==> config.mk <==
export PLATFORM = sky130hd
export DESIGN_NAME = fpu_exce_resolver
export DESIGN_NICKNAME = d
export VERILOG_FILES = /design/src/rtl/fpu_exce_resolver_pkg.sv /design/src/rtl/fpu_exce_log_fifo.sv /design/src/rtl/fpu_exce_resolver.sv
export SDC_FILE = /design/constraint.sdc
export NUM_CORES = 1
export LEC_CHECK = 0
export ABC_AREA = 1
export CAP_MARGIN = 20
export CORE_MARGIN = 10
export CORE_UTILIZATION = 34
export CTS_CLUSTER_DIAMETER = 200
export DETAILED_ROUTE_END_ITERATION = 10
export PLACE_DENSITY = 0.77
export SKIP_CTS_REPAIR_TIMING = 1
export SYNTH_ARGS = -nofsm -noshare
export SYNTH_HDL_FRONTEND = slang
export SYNTH_SLANG_ARGS = --single-unit
==> constraint.sdc <==
create_clock -name CLK -period 1.2 [get_ports CLK]
set_input_delay 0.3 -clock CLK [delete_from_list [all_inputs] [get_ports CLK]]
set_output_delay 0.3 -clock CLK [all_outputs]
set_load 0.005 [all_outputs]
==> src/rtl/fpu_exce_resolver_pkg.sv <==
// Shared constants, log payload type and zero checker for the FPU exception back-end.
package fpu_exce_resolver_pkg;

    localparam int unsigned DATA_W = 8;
    localparam int unsigned EXCE_W = 3;
    localparam int unsigned OP_W   = 2;
    localparam int unsigned FLAG_W = 3;
    localparam int unsigned CNT_W  = 8;
    localparam int unsigned LOG_W  = OP_W + EXCE_W + 2 * DATA_W;

    localparam logic [OP_W-1:0] _ADDITION       = 2'd0;
    localparam logic [OP_W-1:0] _SUBTRACTION    = 2'd1;
    localparam logic [OP_W-1:0] _MULTIPLICATION = 2'd2;
    localparam logic [OP_W-1:0] _DIVISION       = 2'd3;

    localparam logic [EXCE_W-1:0] _NO_EXCE       = 3'd0;
    localparam logic [EXCE_W-1:0] _qNAN_EXCE     = 3'd1;
    localparam logic [EXCE_W-1:0] _INF_EXCE      = 3'd2;
    localparam logic [EXCE_W-1:0] _ZERO_DIV_EXCE = 3'd3;

    localparam logic [DATA_W-1:0] _PLUS_INF  = 8'h78;
    localparam logic [DATA_W-1:0] _MINUS_INF = 8'hF8;
    localparam logic [DATA_W-1:0] _QNAN      = 8'h7F;

    localparam int unsigned STATUS_NV  = 0;
    localparam int unsigned STATUS_INV = 1;
    localparam int unsigned STATUS_DZ  = 2;

    typedef struct packed {
        logic [OP_W-1:0]   op;
        logic [EXCE_W-1:0] exce;
        logic [DATA_W-1:0] a;
        logic [DATA_W-1:0] b;
    } log_entry_t;

    // Zero checker: +0 or -0 regardless of sign.
    function automatic logic is_zero(input logic [DATA_W-1:0] x);
        return x[DATA_W-2:0] == '0;
    endfunction

endpackage

==> src/rtl/fpu_exce_log_fifo.sv <==
// Parameterised synchronous FIFO holding excepting operations; drops pushes when full and flags overflow.
module fpu_exce_log_fifo #(
    parameter int unsigned DEPTH = 4,
    parameter int unsigned WIDTH = 21
) (
    input  logic             clk,
    input  logic             rst_n,
    input  logic             push,
    input  logic [WIDTH-1:0] din,
    input  logic             pop,
    input  logic             clr,
    output logic             valid,
    output logic [WIDTH-1:0] dout,
    output logic             ovf
);

    localparam int unsigned AW = $clog2(DEPTH);

    logic [WIDTH-1:0] mem [DEPTH];
    logic [AW-1:0]    wr_ptr;
    logic [AW-1:0]    rd_ptr;
    logic [AW:0]      count;
    logic             full_c;
    logic             pop_c;
    logic             push_c;

    assign full_c = (count == (AW+1)'(DEPTH));
    assign pop_c  = pop && valid;
    // A pop in the same cycle frees the slot the incoming entry needs.
    assign push_c = push && (!full_c || pop_c);

    always_ff @(posedge clk or negedge rst_n) begin
        if (!rst_n) begin
            wr_ptr <= '0;
            rd_ptr <= '0;
            count  <= '0;
            ovf    <= 1'b0;
            for (int i = 0; i < int'(DEPTH); i++) begin
                mem[i] <= '0;
            end
        end else begin
            if (push_c) begin
                mem[wr_ptr] <= din;
                wr_ptr      <= wr_ptr + AW'(1);
            end
            if (pop_c) begin
                rd_ptr <= rd_ptr + AW'(1);
            end
            count <= count + (AW+1)'(push_c) - (AW+1)'(pop_c);
            if (push && !push_c) begin
                ovf <= 1'b1;
            end else if (clr) begin
                ovf <= 1'b0;
            end
        end
    end

    assign valid = (count != '0);
    assign dout  = mem[rd_ptr];

endmodule

==> src/rtl/fpu_exce_resolver.sv <==
// FPU exception back-end: substitutes special results, tracks sticky flags, counter and IRQ.
// Optional exception log enabled by defining FPU_EXCE_LOG_EN.
module fpu_exce_resolver
    import fpu_exce_resolver_pkg::*;
#(
    parameter int unsigned LOG_DEPTH = 4
) (
    input  logic        CLK,
    input  logic        RST_N,
    input  logic        IN_VALID,
    output logic        IN_READY,
    input  logic [1:0]  FP_OPERATION,
    input  logic [7:0]  OP_A,
    input  logic [7:0]  OP_B,
    input  logic [7:0]  ARITH_RESULT,
    input  logic        OP_IS_EXCEPTION,
    input  logic [2:0]  FP_EXCE,
    output logic        RES_VALID,
    input  logic        RES_READY,
    output logic [7:0]  FP_RESULT,
    output logic [2:0]  RES_EXCE,
    output logic [2:0]  STATUS,
    input  logic        FLAG_CLR,
    input  logic [2:0]  IRQ_MASK,
    output logic        IRQ,
    output logic [7:0]  EXCE_CNT,
    output logic        LOG_VALID,
    output logic [20:0] LOG_DATA,
    input  logic        LOG_POP,
    output logic        LOG_OVF
);

    logic                accept_c;
    logic                exc_accept_c;
    logic [DATA_W-1:0]   res_c;
    logic [EXCE_W-1:0]   exce_c;
    logic [FLAG_W-1:0]   set_c;
    logic [FLAG_W-1:0]   status_nxt_c;
    logic [CNT_W-1:0]    cnt_base_c;
    logic [CNT_W-1:0]    cnt_nxt_c;

    assign IN_READY     = !RES_VALID || RES_READY;
    assign accept_c     = IN_VALID && IN_READY;
    assign exc_accept_c = accept_c && OP_IS_EXCEPTION;

    // Result substitution and flag-set decode.
    always_comb begin
        res_c  = ARITH_RESULT;
        exce_c = _NO_EXCE;
        set_c  = '0;
        if (OP_IS_EXCEPTION) begin
            exce_c = FP_EXCE;
            case (FP_EXCE)
                _qNAN_EXCE: begin
                    res_c            = _QNAN;
                    set_c[STATUS_NV] = 1'b1;
                end
                _INF_EXCE: begin
                    res_c             = _QNAN;
                    set_c[STATUS_INV] = 1'b1;
                end
                _ZERO_DIV_EXCE: begin
                    set_c[STATUS_DZ] = 1'b1;
                    if (is_zero(OP_A)) begin
                        res_c             = _QNAN;
                        set_c[STATUS_INV] = 1'b1;
                    end else begin
                        res_c = {OP_A[7] ^ OP_B[7], _PLUS_INF[6:0]};
                    end
                end
                default: begin
                    res_c             = _QNAN;
                    set_c[STATUS_INV] = 1'b1;
                end
            endcase
        end
    end

    // A clear coincident with a new exception still records that exception.
    always_comb begin
        status_nxt_c = (FLAG_CLR ? '0 : STATUS) | (exc_accept_c ? set_c : '0);
        cnt_base_c   = FLAG_CLR ? '0 : EXCE_CNT;
        cnt_nxt_c    = cnt_base_c;
        if (exc_accept_c && (cnt_base_c != '1)) begin
            cnt_nxt_c = cnt_base_c + CNT_W'(1);
        end
    end

    always_ff @(posedge CLK or negedge RST_N) begin
        if (!RST_N) begin
            RES_VALID <= 1'b0;
            FP_RESULT <= '0;
            RES_EXCE  <= _NO_EXCE;
            STATUS    <= '0;
            EXCE_CNT  <= '0;
            IRQ       <= 1'b0;
        end else begin
            if (accept_c) begin
                RES_VALID <= 1'b1;
                FP_RESULT <= res_c;
                RES_EXCE  <= exce_c;
            end else if (RES_READY) begin
                RES_VALID <= 1'b0;
            end
            STATUS   <= status_nxt_c;
            EXCE_CNT <= cnt_nxt_c;
            IRQ      <= |(STATUS & IRQ_MASK);
        end
    end

`ifdef FPU_EXCE_LOG_EN
    log_entry_t log_in_c;

    assign log_in_c = '{op: FP_OPERATION, exce: FP_EXCE, a: OP_A, b: OP_B};

    fpu_exce_log_fifo #(
        .DEPTH (LOG_DEPTH),
        .WIDTH (LOG_W)
    ) u_log (
        .clk   (CLK),
        .rst_n (RST_N),
        .push  (exc_accept_c),
        .din   (log_in_c),
        .pop   (LOG_POP),
        .clr   (FLAG_CLR),
        .valid (LOG_VALID),
        .dout  (LOG_DATA),
        .ovf   (LOG_OVF)
    );
`else
    logic unused_log;

    assign unused_log = ^{LOG_POP, FP_OPERATION, OP_B[6:0], 1'(LOG_DEPTH)};
    assign LOG_VALID  = 1'b0;
    assign LOG_DATA   = '0;
    assign LOG_OVF    = 1'b0;
`endif

endmodule
==> qor.yml, run 1 <==
path_cells: "buf_6, nand2_4, inv_4, ha_4, nand2_4, nor2_4, nand2_4, nand2_8, inv_8, nand2_2, nand2_1"
result_of_the_run: "complete, but fails checks"
leakage_nw: 1.54
max-vdd-ir-drop_mv: 0.407
non_clock_inverter_count: 16
area_share_clock_buf_inv_pct: 2.88
tritoncts: "done"
path_depth: 11
clockBufferCount: 3
multi_input_comb_area_um2: 764
initial_core_util_pct: 35.6
timing.critical_path.buf_inv: 3
synth.yosys.num_cells: 181
synth_area_mm2: 0.00145
floorplan.rows: 23
max_clock_buf_depth: 2
synth.cellmix.compoundShare_pct: 4.41
drc: 0
setup.worst_path.class: "reg2reg"
layout.nonclk_buf_share_pct: 36.1
max-cap-violations: 0
critPathArrivalTime_ns: 1.65
critical-path-top-delay-family: "simple AND/OR/NAND/NOR gates"
postRouteWirelength_um: 4620
via_per_inst: 4.40
die_outline_height_um: 85.2
antenna_cells: 0
worst-r2r-setup-slack_ns: -0.28
final_hold_viol_count: 0
antenna_found_initial: 0
distinct_lib_cells_used: 27
cts.sink_count: 24
area_delta_synth_final_pct: 70.9
detail_route.first_pass.iterations: 4
worst_path_largest_cell_delay_ns: 0.41
final-max-slew-violation-count: 0
critical_path_peak_fanout: 8
flop_area_um2: 601
buffers: 86
post_synth_inst_count: 181
rsz0062_at_grt: "true"
hold_path_class: "in2async"
comb-cell-share_pct: 30.9
timing.critical_path.to_type: "flip-flop"
holdWs_ns: 0.354
slowest_stage_cell_crit_path: "dfrtp_1"
setup_viol: 10
reg2regPathDepth: 11
power.density_cell_area_mw_per_mm2: 897
synthAdderAreaFrac_pct: 0.865
r2r-end: "EXCE_CNT[7]"
synthArstFlopShare_pct: 100
final_layout_top_logic_cells: "nand2_1, clkdlybuf4s50_1, dfrtp_1, dlymetal6s2s_1, buf_4"
synth-warning-count: 0
detail_route.iter0.violations: 62
avgRoutedWirePerCell_um: 14.5
grt_overflow: 0
yosys.area_share.simple_pct: 32.9
syn_avg_cell_area_um2: 7.99
critical_path_required_ns: 1.36
period_needed_ns: 1.48
final_critical_path_setup_slack_ns: -0.281
critical-path-top-cell-by-count: "nand2_4"
gp_congestion: 0.861
critical_path.reg2reg.startpoint: "EXCE_CNT[0]"
kind_of_start_point_of_the_critical_path: "flip-flop"
grt_pass1_vias: 1361
maximum_number_of_pins_on_one_net_before_global_route_repair: 25
ys_sh_mux_pct: 0
num-multi-input-gates: 138
htreeDepth: 1
clock_latency_ns: 0.28
layout-drive-gt1-share_pct: 27.2
ys_area_mm2: 0.00145
edf_count: 0
synth.logic.top_family: "simple AND/OR/NAND/NOR gates"
xor_xnor_portion_of_the_synthesized_cell_area_pct: 2.42
global_route_wire_length_before_repair_um: 6800
dominantRegCellSynth: "dfrtp_1"
post-place-ws_ns: -0.712
stage_log_warnings: 38
synth_flop_count: 24
critPathLaunch: "EXCE_CNT[0]"
postRouteAntennaNets: 0
chip_area_mm2: 0.00726
die_x_um: 85.2
placeableCoreArea_mm2: 0.00406
fin_nets: 309
clkSlewWorstSetupHoldPaths_ns: 0.10
max_freq_mhz: 675
final.setup_skew_ns: 0.0119
period_used_pct: 123
crit_end: "EXCE_CNT[7]"
cell_chosen_for_the_clock_root: "clkbuf_8"
synth_sequential_area_ratio_pct: 41.5
number_of_buffers_inserted_during_clock_tree_synthesis: 3
placed_wire_length_estimate_after_detailed_placement_um: 3490
dominant_cells: "buffers"
violations_in_the_final_reports: "negative setup slack"
most_frequent_logic_cell_in_the_layout: "nand2_1"
## run 1: synthesized netlist by cell type, types with 2 or more instances
cell type | number | area (um^2)
o21ai_0 | 8 | 40.0
nand2_1 | 59 | 221
xor2_1 | 3 | 26.3
nand2_4 | 2 | 22.5
nor2_2 | 3 | 18.8
nand3_2 | 2 | 20.0
inv_1 | 11 | 41.3
dfrtp_1 | 24 | 601
nor2_1 | 12 | 45.0
inv_2 | 4 | 15.0
buf_4 | 23 | 173
nand2_2 | 2 | 12.5
nand3_1 | 14 | 70.1
## run 1: power by group
group	total, W	switching, W	internal, W
Combinational	0.000557	0.000238	0.000319
Clock	0.000748	0.000301	0.000447
Sequential	0.000912	0.0000356	0.000877
## run 1: registers in the layout, summed over array words and instances, names as in the netlist
name	cells
IRQ	1
FP_RESULT	8
EXCE_CNT	8
STATUS	3
RES_EXCE	3
RES_VALID	1
## run 1: layer usage
metal  wire length [um]  part of all wire [%]  vias up  GRT usage [%]
li1                   -                     -      691              -
met1               1760                    38      656           12.2
met2               2510                    54       42           21.0
met3                224                   4.8       11           2.58
met4                130                   2.8        0           4.94
met5                  0                     0        -              0
## run 1: through the flow
step | setup TNS (ns) | cells | total power [W] | utilization (%) | area [um^2]
floorplan | -0.909 | 203 | 0.00114 | - | 1570
finish | -2.03 | 318 | 0.00222 | 60.9 | 2470
global route | -2.72 | 318 | 0.00231 | 60.9 | 2470
global placement | -9.62 | 307 | 0.00144 | 53.9 | 2190
detailed placement | -10.24 | 307 | 0.00145 | 53.9 | 2190
CTS | -10.46 | 311 | 0.00218 | 55.7 | 2260
## run 1: cells by family after synthesis
kind of cell	after synthesis
xor gates and xnor gates	4
DFF	24
buffers and inverters	41
adders and majority gates	1
and+or+nand+nor	99
other	1
AOI/OAI and AO/OA	11
Fig. 1: run 1, wiring by layer
Only two layers are drawn.
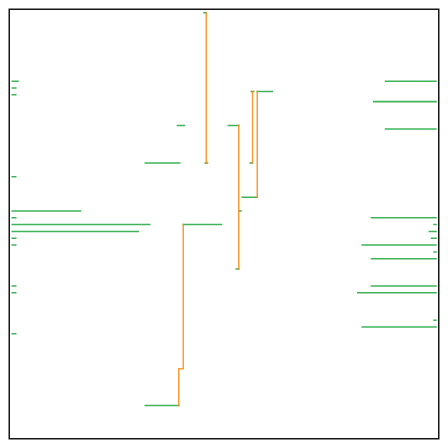
- orange: met4 (wire length 131 um)
- green: met3 (wire length 225 um)
routed via count: 1400
overall global routing resource usage: 11.5%

Fig. 2: run 1, placed standard cells
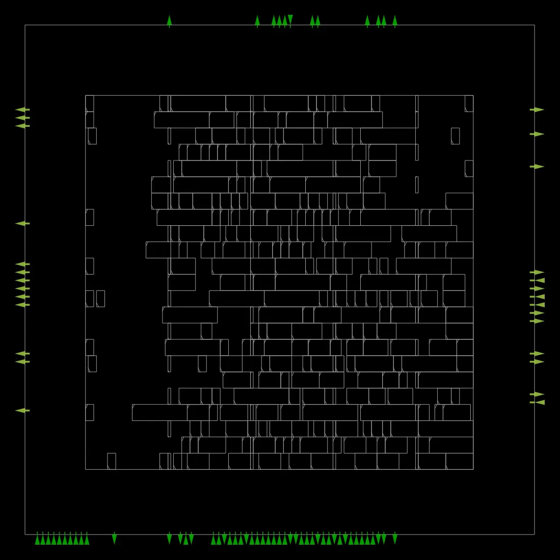
final core utilization: 60.9%
Taps Inserted: 50
Seq area share: 24.3%
number of fill cells: 310
Seq Cell Count: 24

Fig. 3: run 1, nets reached from selected ports
Bar = 20 um.
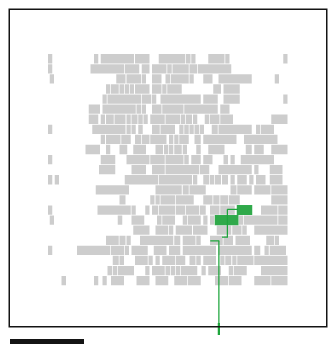
- green: IN_VALID (direction input; edge south; end cells 2; wire 36.5 um)
I/O pin count: 87
port bufs: 53

Fig. 4: run 1, sequential cells colored by netlist name
Other sequential cells in the stronger gray, the rest of the logic in the fainter gray.
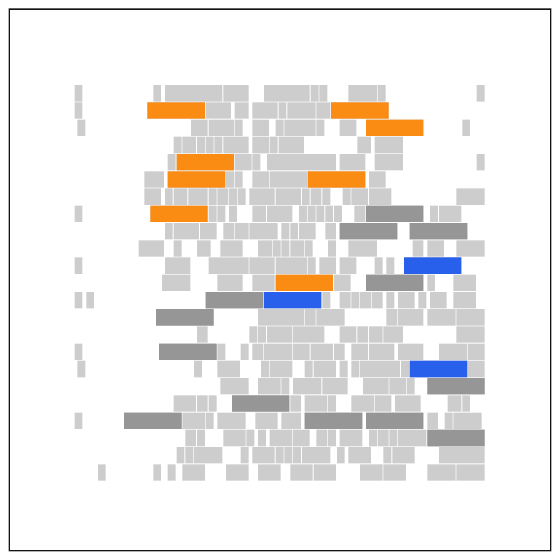

==> run 2, diff against run 1 <==
CORE_ASPECT_RATIO = 0.75   (was default)
Fig. 5: run 2, sequential cells colored by netlist name
Other sequential cells in the stronger gray, the rest of the logic in the fainter gray.
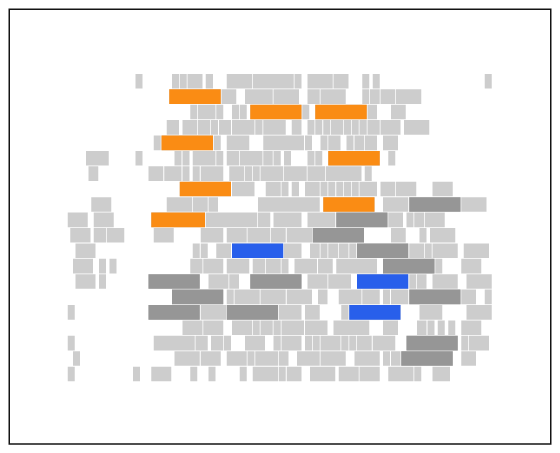
- orange: EXCE_CNT (placed flops 8)
- blue: RES_EXCE (placed flops 3)
- not colored: 13
Sequential Power: 0.000918 W
final core utilization: 62.8%
Seq area share: 23.5%
Sequential Area: 602 um^2

Fig. 6: run 2, wiring by layer
Only two layers are drawn.
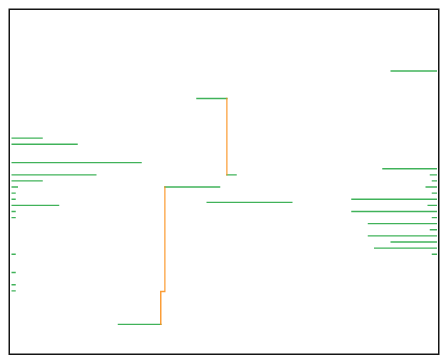
- green: met3 (wire length 265 um)
- orange: met4 (wire length 48.5 um)
average wire per cell in the routed design: 14.7 um
routed via count: 1403
Total Routed Length: 4800 um

Fig. 7: run 2, the metal 2 layer
Bar = 20 um.
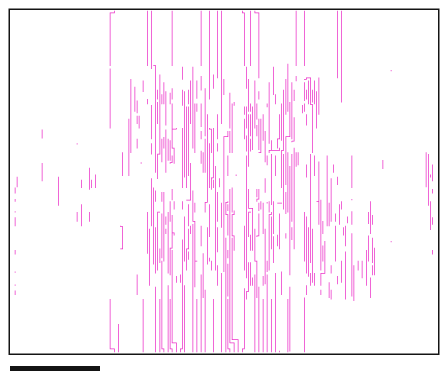
- wire length on this layer: 2500 um
- longest straight run: 34.2 um
fraction of met2 tracks used by global routing: 18.7%

==> qor.yml, run 2 <==
numPlacedInstances: 310  # +0.98%
final_critical_path_setup_slack_ns: -0.205  # +0.0757 ns
floorplan.rows: 20  # -13%
power.density_cell_area_mw_per_mm2: 876  # -2.3%
gp_congestion: 0.855  # -0.70%
path_cells: "inv_2, nor2_4, ha_4, nand2_4, nor2_4, nand2_1, nand2_1, nand2_1, nand2_2, nand2_1"
edf_count: 0  # unchanged
number_of_fill_cells: 314  # +1.3%
top_cell_type_s_share_of_synthesized_area_pct: 41.5  # unchanged
total_power_w: 0.00224  # +1.1%
rsz0062_at_grt: "true"
chip_area_mm2: 0.00729  # +0.37%
most_frequent_logic_cell_in_the_layout: "nand2_1"
postRouteAntennaNets: 0  # unchanged
die_x_um: 95.3  # +12%
share_of_power_burned_in_combinational_logic_pct: 27.1  # +2.0 points
holdWs_ns: 0.368  # +0.0137 ns
final_hold_viol_count: 0  # unchanged
tritoncts: "done"
cell_chosen_for_the_clock_root: "clkbuf_8"
post-place-ws_ns: -0.743  # -0.0311 ns
critical-path-top-delay-family: "simple AND/OR/NAND/NOR gates"
fin_cells: 326  # +2.5%
top_cells_by_area: "dfrtp_1, nand2_1, buf_4"
detail_route.first_pass.iterations: 4  # unchanged
clockPowerShare_pct: 32.0  # -1.7 points
hold_path_class: "in2reg"
slowest_stage_cell_crit_path: "dfrtp_1"
reg.largest.list: "EXCE_CNT (8), FP_RESULT (8)"
critical-path-top-cell-by-count: "nand2_1"
global_route_wire_length_before_repair_um: 6690  # -1.5%
max_freq_mhz: 712  # +5.4%
totalNegativeSetupSlack_ns: -1.59  # +0.449 ns
antenna_found_initial: 0  # unchanged
power.internal_w: 0.00166  # +1.3%
powerComb_w: 0.000607  # +9.0%
clock_latency_ns: 0.27  # about the same
final_layout_top_logic_cells: "nand2_1, dlymetal6s2s_1, buf_4"
grt.total_usage_pct: 11.3  # -0.17 points
final_design_area_no_fill_mm2: 0.00256  # +3.5%
period_needed_ns: 1.40  # -0.0757 ns
yosys.area.top_type: "dfrtp_1"
violations_in_the_final_reports: "negative setup slack"
top_cell: "nand2_1"
initial_core_util_pct: 35.5  # -0.19 points
distinct_lib_cells_used: 27  # unchanged
clkSlewWorstSetupHoldPaths_ns: 0.09  # about the same
result_of_the_run: "complete, but fails checks"
worst_path_largest_cell_delay_ns: 0.38  # -0.03 ns
seq_power_share_pct: 40.9  # -0.3 points
number_of_buffers_inserted_during_clock_tree_synthesis: 3  # unchanged
synthArstFlopShare_pct: 100  # unchanged
final-max-slew-violation-count: 0  # unchanged
ys_area_mm2: 0.00145  # unchanged
max-cap-violations: 0  # unchanged
dominantRegCellSynth: "dfrtp_1"
top_power_group: "registers"
post_synth_most_frequent_cells: "nand2_1, dfrtp_1, buf_4"
cts.sink_count: 24  # unchanged
clockNetworkPower_w: 0.000717  # -4.1%
final.setup_skew_ns: 0.00411  # -0.00784 ns
synth_flop_count: 24  # unchanged
grt_pass1_vias: 1334  # -2.0%
kind_of_start_point_of_the_critical_path: "flip-flop"
num_io_pins: 87  # unchanged
period_used_pct: 117  # -6.3 points
synth-warning-count: 0  # unchanged
critical_path_peak_fanout: 4  # -4
max-vdd-ir-drop_mv: 0.844  # +110%
switching_share_pct: 25.8  # -0.11 points
critical_path_required_ns: 1.37  # about the same
drc: 0  # unchanged
timing.critical_path.buf_inv: 1  # -2
place.port_buffers: 53  # unchanged
grt_overflow: 0  # unchanged
syn_avg_cell_area_um2: 7.99  # unchanged
synth.yosys.num_cells: 181  # unchanged
stage_log_warnings: 38  # unchanged
htreeDepth: 1  # unchanged
timing.critical_path.to_type: "flip-flop"
die_outline_height_um: 76.5  # -10%
dpl-instance-area_mm2: 0.00218  # -0.40%
synth_area_mm2: 0.00145  # unchanged
fin_nets: 312  # +0.97%
critPathArrivalTime_ns: 1.58  # -0.07 ns
layout-drive-gt1-share_pct: 33.2  # +6.0 points
placeableCoreArea_mm2: 0.00408  # +0.52%
synth_sequential_area_ratio_pct: 41.5  # unchanged
setup.worst_path.class: "reg2reg"
maximum_number_of_pins_on_one_net_before_global_route_repair: 25  # unchanged
via_per_inst: 4.30  # -2.2%
leakage_nw: 1.59  # +3.0%
area_delta_synth_final_pct: 77.0
placed_wire_length_estimate_after_detailed_placement_um: 3490  # about the same
post_synth_inst_count: 181  # unchanged
setup_viol: 13  # +3
antenna_cells: 0  # unchanged
detail_route.iter0.violations: 90  # +45%
p_sw_w: 0.000579  # +0.71%
multi_input_comb_area_um2: 820  # +7.2%
max_clock_buf_depth: 2  # unchanged
run 2: cell count changes in the layout (fill, tap and decap cells not counted), moves of 3 or more:
cell	before	now
nand2_1	51	46
nand3_1	13	10
nand2_2	6	10
nand3_2	2	5
o21ai_1	0	4
o21ai_0	8	1
o21ai_2	0	3
run 2: final timing paths:
kind | from | endpoint | slack (ns) | cells past startpoint
max in group asynchronous | RST_N | EXCE_CNT[0] | 0.67 | 2
max reg2reg | EXCE_CNT[1] | EXCE_CNT[6] | -0.20 | 10
min reg2reg | FP_RESULT[7] | FP_RESULT[7] | 0.49 | 2
min | FP_EXCE[1] | RES_EXCE[1] | 0.37 | 3
max | EXCE_CNT[1] | EXCE_CNT[6] | -0.20 | 10
min in group asynchronous | RST_N | FP_RESULT[2] | 0.38 | 2
run 2: kinds of logic (layout without fill, tap and decap cells):
logic type                 count (synthesis)  count (layout)  synth area share, %
adders and majority gates                  1               1                0.865
AOI/OAI and AO/OA                         11              11                 4.41
DFF                                       24              24                 41.5
and+or+nand+nor                           99              99                 32.9
buffers and inverters                     41             109                 17.6
other                                      1              23                0.259
xor gates and xnor gates                   4               4                 2.42
run 2: tightest hold or removal path: cells and delay by family:
kind            cells  cell delay (ns)
buf+inv             2             0.25
compound gates      1             0.06
run 2: per-layer routing:
layer	routed length, um	global-route usage (%)	vias to the layer above
met2	2500	18.7	38
met5	0	0	-
met4	48	4.18	0
met3	264	2.95	4
met1	1980	13.5	661
li1	-	-	700
run 2: final cells by class:
cell class / count / share of cell area [%]
inverters: 16 / 3.23
multi-input cells: 138 / 32.0
well taps: 55 / 2.69
flip-flops and latches: 24 / 23.5
clock buffers: 3 / 1.61
clock inverters: 1 / 1.17
repair buffers: 89 / 35.8
Fig. 8: run 2, nets reached from selected ports
Bar = 20 um.
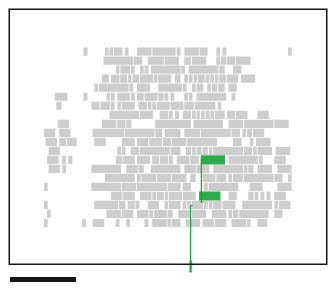

==> run 3, diff against run 2 <==
SETUP_SLACK_MARGIN = 0.15   (was default)
Fig. 9: run 3, nets reached from selected ports
Bar = 20 um.
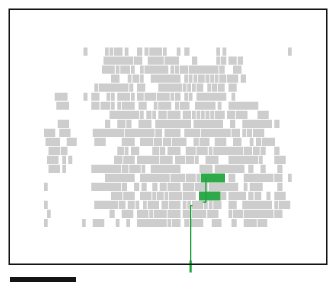
- green: IN_VALID (direction input; edge south; end cells 2; wire 26.0 um)

Fig. 10: run 3, wiring by layer
Only two layers are drawn.
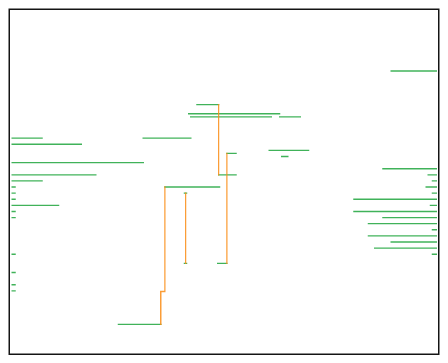
average wire per cell in the routed design: 15.1 um
overall global routing resource usage: 11.3%
Total Routed Length: 4970 um

Fig. 11: run 3, the metal 2 layer
Bar = 20 um.
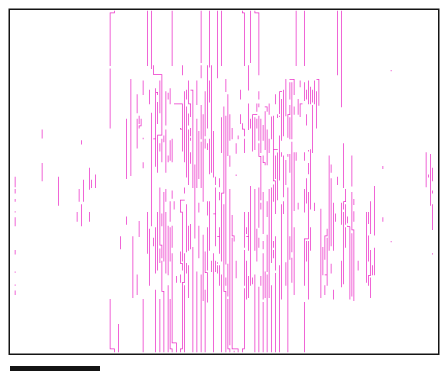
- share of all routed wire: 54%
- nets with wire on the layer: 264
routed via count: 1440

==> qor.yml, run 3 <==
stage_log_warnings: 38  # unchanged
globalRouteMet3Util_pct: 2.95  # unchanged
synth_area_mm2: 0.00145  # unchanged
timing.critical_path.to_type: "flip-flop"
rsz0062_at_grt: "true"
number_of_buffers_inserted_during_clock_tree_synthesis: 3  # unchanged
period_needed_ns: 1.37  # -0.0358 ns
place.port_buffers: 53  # unchanged
dominantRegCellSynth: "dfrtp_1"
num_io_pins: 87  # unchanged
flop_area_um2: 602  # unchanged
setup_viol: 12  # -1
max-vdd-ir-drop_mv: 0.877  # +3.9%
placeableCoreArea_mm2: 0.00408  # unchanged
synth.cellmix.compoundShare_pct: 4.41  # unchanged
yosys.area.top_type: "dfrtp_1"
globalRouteMet1Util_pct: 13.5  # unchanged
max_freq_mhz: 730  # +2.6%
floorplan.rows: 20  # unchanged
maximum_number_of_pins_on_one_net_before_global_route_repair: 25  # unchanged
final_layout_top_logic_cells: "nand2_1, buf_4, dfrtp_1, conb_1, clkdlybuf4s50_1"
area_delta_synth_final_pct: 72.1
drc: 0  # unchanged
final_core_util_pct: 61.0  # -1.7 points
total_power_w: 0.00227  # +1.2%
initial_core_util_pct: 35.5  # unchanged
reg.largest.list: "EXCE_CNT (8), FP_RESULT (8)"
critical_path_peak_fanout: 4  # unchanged
wirelength_met1_um: 1890  # -4.4%
violations_in_the_final_reports: "negative setup slack"
via_per_inst: 4.38  # +1.7%
leakage_nw: 1.35  # -15%
most_frequent_logic_cell_in_the_layout: "nand2_1"
final_critical_path_setup_slack_ns: -0.169  # +0.0358 ns
grt_overflow: 0  # unchanged
met2_wirelength_from_detailed_routing_um: 2660  # +6.4%
r2r-end: "EXCE_CNT[5]"
clkSlewWorstSetupHoldPaths_ns: 0.09  # about the same
fin_cells: 329  # +0.92%
detail_route.iter0.violations: 110  # +22%
top_cell: "nand2_1"
final_design_area_no_fill_mm2: 0.00249  # -2.7%
tritoncts: "done"
grt_pass1_vias: 1334  # unchanged
post_synth_inst_count: 181  # unchanged
numPlacedInstances: 310  # unchanged
final_hold_viol_count: 0  # unchanged
synth-warning-count: 0  # unchanged
xor_xnor_portion_of_the_synthesized_cell_area_pct: 2.42  # unchanged
kind_of_start_point_of_the_critical_path: "flip-flop"
die_x_um: 95.3  # unchanged
max-cap-violations: 0  # unchanged
period_used_pct: 114  # -3.0 points
synth_flop_count: 24  # unchanged
syn_avg_cell_area_um2: 7.99  # unchanged
global_route_wire_length_before_repair_um: 6690  # unchanged
dr.max_layer_used: "met4"
power.density_cell_area_mw_per_mm2: 912  # +4.1%
result_of_the_run: "complete, but fails checks"
grt.met2_usage_pct: 18.7  # unchanged
final-max-slew-violation-count: 0  # unchanged
antenna_found_initial: 0  # unchanged
global_route.peak_usage_layer: "met2"
antenna_cells: 0  # unchanged
gp_congestion: 0.855  # unchanged
postRouteAntennaNets: 0  # unchanged
top_cell_type_s_share_of_synthesized_area_pct: 41.5  # unchanged
final.setup_skew_ns: 0.00393  # -0.000173 ns
fin_nets: 315  # +0.96%
critical_path_required_ns: 1.37  # about the same
critPathArrivalTime_ns: 1.54  # -0.04 ns
post_synth_most_frequent_cells: "nand2_1, dfrtp_1, buf_4"
yosys.area_share.simple_pct: 32.9  # unchanged
synth_sequential_area_ratio_pct: 41.5  # unchanged
htreeDepth: 1  # unchanged
setup.worst_path.class: "reg2reg"
synth.logic.top_family: "simple AND/OR/NAND/NOR gates"
number_of_fill_cells: 330  # +5.1%
post-place-ws_ns: -0.743  # unchanged
wl_met3_um: 324  # +23%
detail_route.first_pass.iterations: 4  # unchanged
holdWs_ns: 0.372  # +0.00448 ns
critical_path.reg2reg.startpoint: "EXCE_CNT[0]"
distinct_lib_cells_used: 27  # unchanged
totalNegativeSetupSlack_ns: -1.61  # -0.0228 ns
die_outline_height_um: 76.5  # unchanged
synth.yosys.num_cells: 181  # unchanged
ys_area_mm2: 0.00145  # unchanged
ys_sh_mux_pct: 0  # unchanged
hold_path_class: "in2async"
dpl-instance-area_mm2: 0.00218  # unchanged
max_clock_buf_depth: 2  # unchanged
cts.sink_count: 24  # unchanged
synthAdderAreaFrac_pct: 0.865  # unchanged
multi_input_comb_area_um2: 873  # +6.6%
synthArstFlopShare_pct: 100  # unchanged
edf_count: 0  # unchanged
layout-drive-gt1-share_pct: 45.6  # +12 points
placed_wire_length_estimate_after_detailed_placement_um: 3490  # unchanged
cell_chosen_for_the_clock_root: "clkbuf_8"
clock_latency_ns: 0.27  # about the same
top_cells_by_area: "dfrtp_1, nand2_1, buf_4"
chip_area_mm2: 0.00729  # unchanged
-- run 3: cell count changes in the layout (fill, tap and decap cells not counted), sizes merged --
cell	before	now
buf	37	61
dlymetal6s2s	26	5
clkbuf	5	6
clkdlybuf4s50	24	23
-- run 3: final cells by class --
cell class	count	area share [%]
clock buffers	3	1.66
clock inverters	1	1.21
well taps	55	2.76
repair buffers	92	31.8
multi-input cells	138	35.1
inverters	16	3.32
flip-flops and latches	24	24.2
-- run 3: worst max path at each step --
stage | from | endpoint | slack [ns] | cells after the start
3_5_place_dp | FLAG_CLR | EXCE_CNT[0] | -0.74 | 10
4_1_cts | RES_READY | IN_READY | -0.47 | 4
6_report | EXCE_CNT[0] | EXCE_CNT[5] | -0.17 | 9
5_1_grt | EXCE_CNT[1] | EXCE_CNT[6] | -0.28 | 10
3_3_place_gp | FLAG_CLR | EXCE_CNT[0] | -0.67 | 12
2_1_floorplan | EXCE_CNT[1] | EXCE_CNT[2] | -0.13 | 10
-- run 3: critical path, cell delays in order, from the launching register on --
cell and delay (ns):
dfrtp_2 0.43, nand2_4 0.07, inv_4 0.06, ha_4 0.14, nand2_4 0.05, nor2_4 0.16
nand2_4 0.10, buf_4 0.14, nand4_1 0.06, nand2_1 0.06
-- run 3: cell families (layout without fill, tap and decap cells) --
kind of cell	after synthesis	after routing
and+or+nand+nor	99	99
DFF	24	24
AOI/OAI and AO/OA	11	11
other	1	23
buffers and inverters	41	112
xor gates and xnor gates	4	4
adders and majority gates	1	1
-- run 3: report_power, final --
part	internal, W	leakage, nW	total (W)	switching (W)
sequential	0.000878	0.309	0.000924	0.0000458
combinational	0.000329	1.01	0.000620	0.000291
clock	0.000446	0.0357	0.000726	0.000280
No activity file was given, so power comes from the tool's default toggle rates.
